[src/rtl/dfi_dec_pkg.sv]
// Shared types for the DFI command decoder: command/error codes and pending-WR entry.
// Latency: n/a (types and a pure decode function only).
// Backpressure: n/a.
//
// Optional feature macro: DFI_DEC_ROW_TRACK_EN adds a row field to the pending entry.
// Field widths are fixed maxima. The top zero-extends its narrower bank, address and
// countdown values into these fields.
package dfi_dec_pkg;

    typedef enum logic [2:0] {
        CMD_NOP  = 3'd0,
        CMD_ACT  = 3'd1,
        CMD_RD   = 3'd2,
        CMD_WR   = 3'd3,
        CMD_PRE  = 3'd4,
        CMD_PREA = 3'd5,
        CMD_REF  = 3'd6,
        CMD_MRS  = 3'd7
    } dfi_cmd_t;

    typedef enum logic [2:0] {
        ERR_NONE          = 3'd0,
        ERR_ACT_OPEN      = 3'd1,
        ERR_CLOSED_ACCESS = 3'd2,
        ERR_REF_OPEN      = 3'd3,
        ERR_ILLEGAL       = 3'd4,
        ERR_UNEXP_WDATA   = 3'd5,
        ERR_MISSED_WDATA  = 3'd6,
        ERR_OVERFLOW      = 3'd7
    } dfi_err_t;

    localparam int PEND_BA_W   = 4;   // covers up to 16 banks
    localparam int PEND_ADDR_W = 16;  // covers DFI address widths up to 16
    localparam int PEND_CNT_W  = 4;   // countdown holds WL-1, and WL is at most 15

    typedef struct packed {
        logic [PEND_BA_W-1:0]   ba;
        logic [PEND_ADDR_W-1:0] col;
`ifdef DFI_DEC_ROW_TRACK_EN
        logic [PEND_ADDR_W-1:0] row;
`endif
        logic [PEND_CNT_W-1:0]  cnt;
    } pend_entry_t;

    // Map {ras_n,cas_n,we_n} to a command. 110 (reserved) and 111 both yield NOP.
    // The caller flags 110 separately.
    function automatic dfi_cmd_t decode_cmd(input logic [2:0] rcw, input logic a10);
        dfi_cmd_t c;
        case (rcw)
            3'b011:  c = CMD_ACT;
            3'b101:  c = CMD_RD;
            3'b100:  c = CMD_WR;
            3'b010:  c = a10 ? CMD_PREA : CMD_PRE;
            3'b001:  c = CMD_REF;
            3'b000:  c = CMD_MRS;
            default: c = CMD_NOP;
        endcase
        return c;
    endfunction

endpackage

[src/rtl/dfi_wr_pend_fifo.sv]
// Pending-WR queue: entries count down to their write-data slot; head_due marks the head ready.
// Latency: push visible at head next cycle; countdown decrements once per cycle from push+1.
// Backpressure: none upstream. A push while full is ignored unless a pop happens in the same cycle.
//
// Ports: push/push_entry (enqueue), pop (dequeue head), head/head_due (head entry, countdown done),
//        full/empty (occupancy). DEPTH must be a power of 2 and at least 2.
module dfi_wr_pend_fifo
    import dfi_dec_pkg::*;
#(
    parameter int DEPTH = 4
) (
    input  logic        clk,
    input  logic        rst,
    input  logic        push,
    input  pend_entry_t push_entry,
    input  logic        pop,
    output pend_entry_t head,
    output logic        head_due,
    output logic        full,
    output logic        empty
);

    localparam int PTR_W = (DEPTH > 1) ? $clog2(DEPTH) : 1;

    pend_entry_t      mem [DEPTH];
    logic [PTR_W-1:0] rd_ptr;
    logic [PTR_W-1:0] wr_ptr;
    logic [PTR_W:0]   count;
    logic             push_ok;
    logic             pop_ok;

    assign full     = (count == (PTR_W+1)'(DEPTH));
    assign empty    = (count == '0);
    assign pop_ok   = pop && !empty;
    // Popping the head frees a slot in the same cycle, so a push is accepted even when full.
    assign push_ok  = push && (!full || pop_ok);
    assign head     = mem[rd_ptr];
    assign head_due = !empty && (head.cnt == '0);

    always_ff @(posedge clk or posedge rst) begin
        if (rst) begin
            for (int i = 0; i < DEPTH; i++) begin
                mem[i] <= '0;
            end
            rd_ptr <= '0;
            wr_ptr <= '0;
            count  <= '0;
        end else begin
            // Free slots count down too. That is harmless because a push overwrites the whole entry.
            for (int i = 0; i < DEPTH; i++) begin
                if (mem[i].cnt != '0) begin
                    mem[i].cnt <= mem[i].cnt - 1'b1;
                end
            end
            if (push_ok) begin
                mem[wr_ptr] <= push_entry;
                wr_ptr      <= wr_ptr + 1'b1;
            end
            if (pop_ok) begin
                rd_ptr <= rd_ptr + 1'b1;
            end
            case ({push_ok, pop_ok})
                2'b10:   count <= count + 1'b1;
                2'b01:   count <= count - 1'b1;
                default: ;
            endcase
        end
    end

endmodule

[src/rtl/dfi_cmd_decoder.sv]
// PHY-side DFI decoder: decodes DRAM commands, tracks bank state, pairs WRs with write-data bursts.
// Latency: cmd_*, bank_open, wd_* and err_* are registered one cycle after the sampling edge.
// Backpressure: none. This is a passive sink, so protocol violations are reported on err_*.
//
// Ports: DFI control (cke, cs_n, ras_n, cas_n, we_n, ba, addr, odt) and write data
//        (wrdata_en, wrdata, wrdata_mask) in; decoded command (cmd_*), bank_open,
//        write beats (wd_*), errors (err_valid/err_code/err_sticky, err_clr in) out.
// Optional macro DFI_DEC_ROW_TRACK_EN stores the row for each bank and adds the cmd_row and wd_row outputs.
module dfi_cmd_decoder
    import dfi_dec_pkg::*;
#(
    parameter int NUM_BANKS   = 8,
    parameter int ADDR_WIDTH  = 14,
    parameter int CS_WIDTH    = 1,
    parameter int WL          = 2,
    parameter int BURST_BEATS = 2,
    parameter int PEND_DEPTH  = 4
) (
    input  logic                         clk,
    input  logic                         rst,
    input  logic [CS_WIDTH-1:0]          cke,
    input  logic [CS_WIDTH-1:0]          cs_n,
    input  logic                         ras_n,
    input  logic                         cas_n,
    input  logic                         we_n,
    input  logic [$clog2(NUM_BANKS)-1:0] ba,
    input  logic [ADDR_WIDTH-1:0]        addr,
    input  logic [CS_WIDTH-1:0]          odt,
    input  logic                         wrdata_en,
    input  logic [63:0]                  wrdata,
    input  logic [7:0]                   wrdata_mask,
    output logic                         cmd_valid,
    output dfi_cmd_t                     cmd_code,
    output logic [$clog2(NUM_BANKS)-1:0] cmd_ba,
    output logic [ADDR_WIDTH-1:0]        cmd_addr,
`ifdef DFI_DEC_ROW_TRACK_EN
    output logic [ADDR_WIDTH-1:0]        cmd_row,
    output logic [ADDR_WIDTH-1:0]        wd_row,
`endif
    output logic [NUM_BANKS-1:0]         bank_open,
    output logic                         wd_valid,
    output logic [63:0]                  wd_data,
    output logic [7:0]                   wd_mask,
    output logic [$clog2(NUM_BANKS)-1:0] wd_ba,
    output logic [ADDR_WIDTH-1:0]        wd_col,
    output logic                         wd_last,
    output logic                         err_valid,
    output dfi_err_t                     err_code,
    output logic                         err_sticky,
    input  logic                         err_clr
);

    localparam int BA_W   = $clog2(NUM_BANKS);
    localparam int BEAT_W = (BURST_BEATS > 1) ? $clog2(BURST_BEATS) : 1;

    // ---------------- command decode ----------------
    logic       dec_en;
    logic [2:0] rcw;
    dfi_cmd_t   dec_cmd;
    dfi_err_t   cmd_err;

    // A command is decoded only when clocks are enabled and at least one rank is selected.
    assign dec_en = (|cke) && !(&cs_n);
    assign rcw    = {ras_n, cas_n, we_n};

    always_comb begin
        dec_cmd = CMD_NOP;
        cmd_err = ERR_NONE;
        if (dec_en) begin
            dec_cmd = decode_cmd(rcw, addr[10]);
            case (dec_cmd)
                CMD_ACT:        if (bank_open[ba])  cmd_err = ERR_ACT_OPEN;
                CMD_RD, CMD_WR: if (!bank_open[ba]) cmd_err = ERR_CLOSED_ACCESS;
                CMD_REF:        if (|bank_open)     cmd_err = ERR_REF_OPEN;
                default:        ;
            endcase
            if (rcw == 3'b110) begin
                cmd_err = ERR_ILLEGAL;
            end
        end
    end

`ifdef DFI_DEC_ROW_TRACK_EN
    logic [ADDR_WIDTH-1:0] row_mem [NUM_BANKS];
`endif

    // ---------------- pending WR tracking ----------------
    pend_entry_t      push_entry;
    pend_entry_t      head;
    logic             head_due;
    logic             fifo_full;
    logic             fifo_empty;
    logic             wr_push;
    logic             beat;
    logic             last_beat;
    logic             missed;
    logic             unexp;
    logic             fifo_pop;
    logic             overflow;
    logic [BEAT_W-1:0] beat_cnt;
    dfi_err_t         err_now;

    assign wr_push   = (dec_cmd == CMD_WR);
    assign beat      = head_due && wrdata_en;
    assign last_beat = beat && (beat_cnt == BEAT_W'(BURST_BEATS - 1));
    // Any cycle without data while the head is due (first beat or mid-burst) abandons the burst.
    assign missed    = head_due && !wrdata_en;
    assign unexp     = wrdata_en && !head_due;
    assign fifo_pop  = last_beat || missed;
    assign overflow  = wr_push && fifo_full && !fifo_pop;

    always_comb begin
        push_entry     = '0;
        push_entry.ba  = PEND_BA_W'(ba);
        push_entry.col = PEND_ADDR_W'(addr);
        // Stored as WL-1 because the countdown also runs in the cycle after the push.
        // The head is then due exactly WL edges after the WR was sampled.
        push_entry.cnt = PEND_CNT_W'(WL - 1);
`ifdef DFI_DEC_ROW_TRACK_EN
        push_entry.row = PEND_ADDR_W'(row_mem[ba]);
`endif
    end

    dfi_wr_pend_fifo #(
        .DEPTH (PEND_DEPTH)
    ) u_pend (
        .clk        (clk),
        .rst        (rst),
        .push       (wr_push),
        .push_entry (push_entry),
        .pop        (fifo_pop),
        .head       (head),
        .head_due   (head_due),
        .full       (fifo_full),
        .empty      (fifo_empty)
    );

    // A single error is reported per cycle. Write-path errors take precedence over command errors.
    always_comb begin
        err_now = cmd_err;
        if (unexp)    err_now = ERR_UNEXP_WDATA;
        if (missed)   err_now = ERR_MISSED_WDATA;
        if (overflow) err_now = ERR_OVERFLOW;
    end

    // ---------------- registered outputs and state ----------------
    always_ff @(posedge clk or posedge rst) begin
        if (rst) begin
            cmd_valid  <= 1'b0;
            cmd_code   <= CMD_NOP;
            cmd_ba     <= '0;
            cmd_addr   <= '0;
            bank_open  <= '0;
            wd_valid   <= 1'b0;
            wd_data    <= '0;
            wd_mask    <= '0;
            wd_ba      <= '0;
            wd_col     <= '0;
            wd_last    <= 1'b0;
            beat_cnt   <= '0;
            err_valid  <= 1'b0;
            err_code   <= ERR_NONE;
            err_sticky <= 1'b0;
        end else begin
            cmd_valid <= (dec_cmd != CMD_NOP);
            if (dec_cmd != CMD_NOP) begin
                cmd_code <= dec_cmd;
                cmd_ba   <= ba;
                cmd_addr <= addr;
            end

            case (dec_cmd)
                CMD_ACT:  bank_open[ba] <= 1'b1;
                CMD_PRE:  bank_open[ba] <= 1'b0;
                CMD_PREA: bank_open     <= '0;
                default:  ;
            endcase

            wd_valid <= beat;
            wd_last  <= last_beat;
            if (beat) begin
                wd_data <= wrdata;
                wd_mask <= wrdata_mask;
                wd_ba   <= head.ba[BA_W-1:0];
                wd_col  <= head.col[ADDR_WIDTH-1:0];
            end

            if (fifo_pop) begin
                beat_cnt <= '0;
            end else if (beat) begin
                beat_cnt <= beat_cnt + 1'b1;
            end

            err_valid  <= (err_now != ERR_NONE);
            err_code   <= err_now;
            // A new error wins over a clear in the same cycle.
            err_sticky <= (err_sticky && !err_clr) || (err_now != ERR_NONE);
        end
    end

`ifdef DFI_DEC_ROW_TRACK_EN
    always_ff @(posedge clk or posedge rst) begin
        if (rst) begin
            for (int i = 0; i < NUM_BANKS; i++) begin
                row_mem[i] <= '0;
            end
            cmd_row <= '0;
            wd_row  <= '0;
        end else begin
            if (dec_cmd == CMD_ACT) begin
                row_mem[ba] <= addr;
            end
            case (dec_cmd)
                CMD_ACT:        cmd_row <= addr;
                CMD_RD, CMD_WR: cmd_row <= row_mem[ba];
                default:        cmd_row <= '0;
            endcase
            if (beat) begin
                wd_row <= head.row[ADDR_WIDTH-1:0];
            end
        end
    end
`endif

    // odt is sampled by the interface but carries no decode meaning here.
    // Parts of the head entry, such as the padding bits and the countdown, are consumed only inside the FIFO.
    logic unused_ok;
    assign unused_ok = ^{odt, head, fifo_empty};

endmodule

[config.mk]
export PLATFORM = sky130hd
export DESIGN_NAME = dfi_cmd_decoder
export DESIGN_NICKNAME = d
export VERILOG_FILES = /design/src/rtl/dfi_dec_pkg.sv /design/src/rtl/dfi_wr_pend_fifo.sv /design/src/rtl/dfi_cmd_decoder.sv
export SDC_FILE = /design/constraint.sdc
export NUM_CORES = 1
export LEC_CHECK = 0
export CORE_MARGIN = 5
export CORE_UTILIZATION = 46
export DETAILED_ROUTE_END_ITERATION = 6
export PLACE_DENSITY_LB_ADDON = 0.08
export SYNTH_ARGS = -nofsm -noshare
export SYNTH_HDL_FRONTEND = slang
export SYNTH_SLANG_ARGS = --single-unit
[constraint.sdc]
create_clock -name clk -period 6.8 [get_ports clk]
set_input_delay 1.36 -clock clk [delete_from_list [all_inputs] [get_ports clk]]
set_output_delay 1.36 -clock clk [all_outputs]
set_load 0.05 [all_outputs]
==> flow_summary.yaml <==
# yosys + openroad results
hold_path:
  hold_path.startpoint: "cmd_ba[1]$_DFFE_PP0P_"
  holdPathEnd: "cmd_ba[1]$_DFFE_PP0P_"
  worst_hold_path.num_cells: 2
pwr:
  internal_power_mw: 3.88
  power.switching_mw: 2.53
  p_comb_share_pct: 46.9
final_layout:
  layout-drive-gt1-share_pct: 25.1
  area.share.sequential_pct: 42.2
  area_growth_pct: 32.7
  ff_count: 217
  final.signal_inverter_count: 20
  design.final.nets: 1026
yosys:
  syn_area_mm2: 0.00969
  post-synth-top-area-cell: "sky130_fd_sc_hd__dfrtp_1"
  synth-main-ff-cell: "sky130_fd_sc_hd__dfrtp_1"
  post_synth_and_or_nand_nor_area_fraction_pct: 7.54
  netlist-cell-type-count: 56
  mux_share_pct: 26.3
  synth.net_count: 799
  cell_types_occupying_the_most_area_after_synthesis: "sky130_fd_sc_hd__dfrtp_1 (56%), sky130_fd_sc_hd__mux2_4 (11%), sky130_fd_sc_hd__mux2_2 (11%)"
route:
  detail_route.vias_per_cell: 5.22
  drt_pass1_iterations: 4
  remaining_routing_drc_violations: 0
  routed_wire_length_per_instance_um: 18.7
  routed.top_layer: "met4"
setup_path:
  critical_path_fanout_max: 58
global_route:
  global_route.usage.total_pct: 18.2
  grt_start_max_net_pins: 218
  met3_use_gr_pct: 3.17
final_timing:
  max_clock_freq_ghz: 0.274
  final_critical_path_setup_slack_ns: 3.15
  final_count_of_hold_timing_violations: 0
  setup-violations-final: 0
  hold_ws_ns: 0.477
  fin_crit_ns: 3.65
place:
  dpl_cell_area_mm2: 0.0121
flow_run:
  stage_log_warning_count: 32
  max-cap-violations: 0
cts:
  cts_root_buffer: "sky130_fd_sc_hd__clkbuf_16"
  clock_tree.htree_level_count: 1
  cts_tree: "built"
  hold_fix_buffers_at_cts: 0
  cts.repair_timing.setup_buffer_count: 0
  clock-sinks: 217
  cts_repair_resize_count: 0
die:
  floorplan.rows: 53
  design.die.area_mm2: 0.0241
outcome:
  outcome: "finished clean"
[power groups by stage]
stage	Sequential (mW)	Combinational [mW]	Clock (mW)
after floorplan	3.06	1.18	0
after global placement	2.08	2.96	0
after detailed placement	2.12	3.03	0
after CTS	2.11	3.04	1.34
after global routing	2.17	3.16	1.38
final	2.10	3.01	1.30
[cells in the final DEF, fill, tap and decap left out, types with 7 or more instances in the layout]
cell,instances
sky130_fd_sc_hd__clkbuf_16,25
sky130_fd_sc_hd__nor2_1,26
sky130_fd_sc_hd__nand3_1,7
sky130_fd_sc_hd__mux2_2,91
sky130_fd_sc_hd__nor3_1,7
sky130_fd_sc_hd__clkdlybuf4s50_1,222
sky130_fd_sc_hd__xnor2_1,8
sky130_fd_sc_hd__clkbuf_1,7
sky130_fd_sc_hd__inv_1,17
sky130_fd_sc_hd__mux2_4,69
sky130_fd_sc_hd__buf_4,7
sky130_fd_sc_hd__mux2i_1,8
sky130_fd_sc_hd__ha_1,8
sky130_fd_sc_hd__o21ai_0,9
sky130_fd_sc_hd__mux4_2,17
sky130_fd_sc_hd__a21oi_1,15
sky130_fd_sc_hd__dfrtp_1,217
sky130_fd_sc_hd__nand2_1,82
[registers in the layout, indices dropped and copies added (netlist names), 8 cells and up]
signal / flops
bank_open: 8
cmd_addr: 14
u_pend.mem: 84
wd_col: 14
wd_data: 64
wd_mask: 8
[critical path: stages, from the launching register on]
cell and delay [ns]:
sky130_fd_sc_hd__dfrtp_1 1.11, sky130_fd_sc_hd__and2b_1 0.29, sky130_fd_sc_hd__a22oi_1 0.30, sky130_fd_sc_hd__a21oi_2 0.17, sky130_fd_sc_hd__nand2_4 0.31, sky130_fd_sc_hd__buf_4 0.83, sky130_fd_sc_hd__mux2_2 0.43
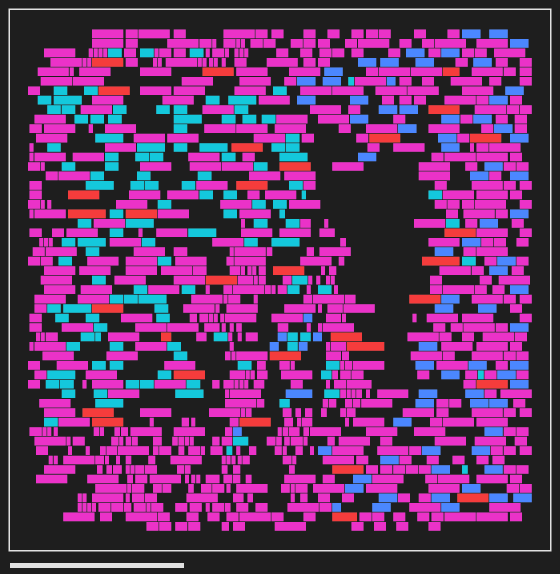
Fig. 1. Cells by drive strength.
The bar under the picture is 50 um long.
Key: drive 2 = cyan [cells 124]; drive 1 or less = magenta [cells 700]; drive 3 to 4 = blue [cells 79]; drive 6 and up = red [cells 31]

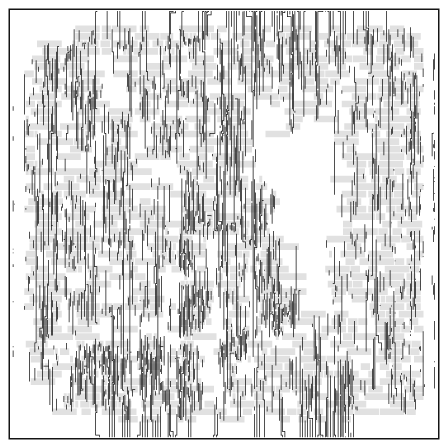
Fig. 2. Metal 2.
The longest straight run is 73.4 um. The layer carries 11100 um of wire.
total length of routed wires: 22500 um
via count: 6310
global-route track usage on met2: 31.6%

Power is estimated from default activity; no workload was simulated.
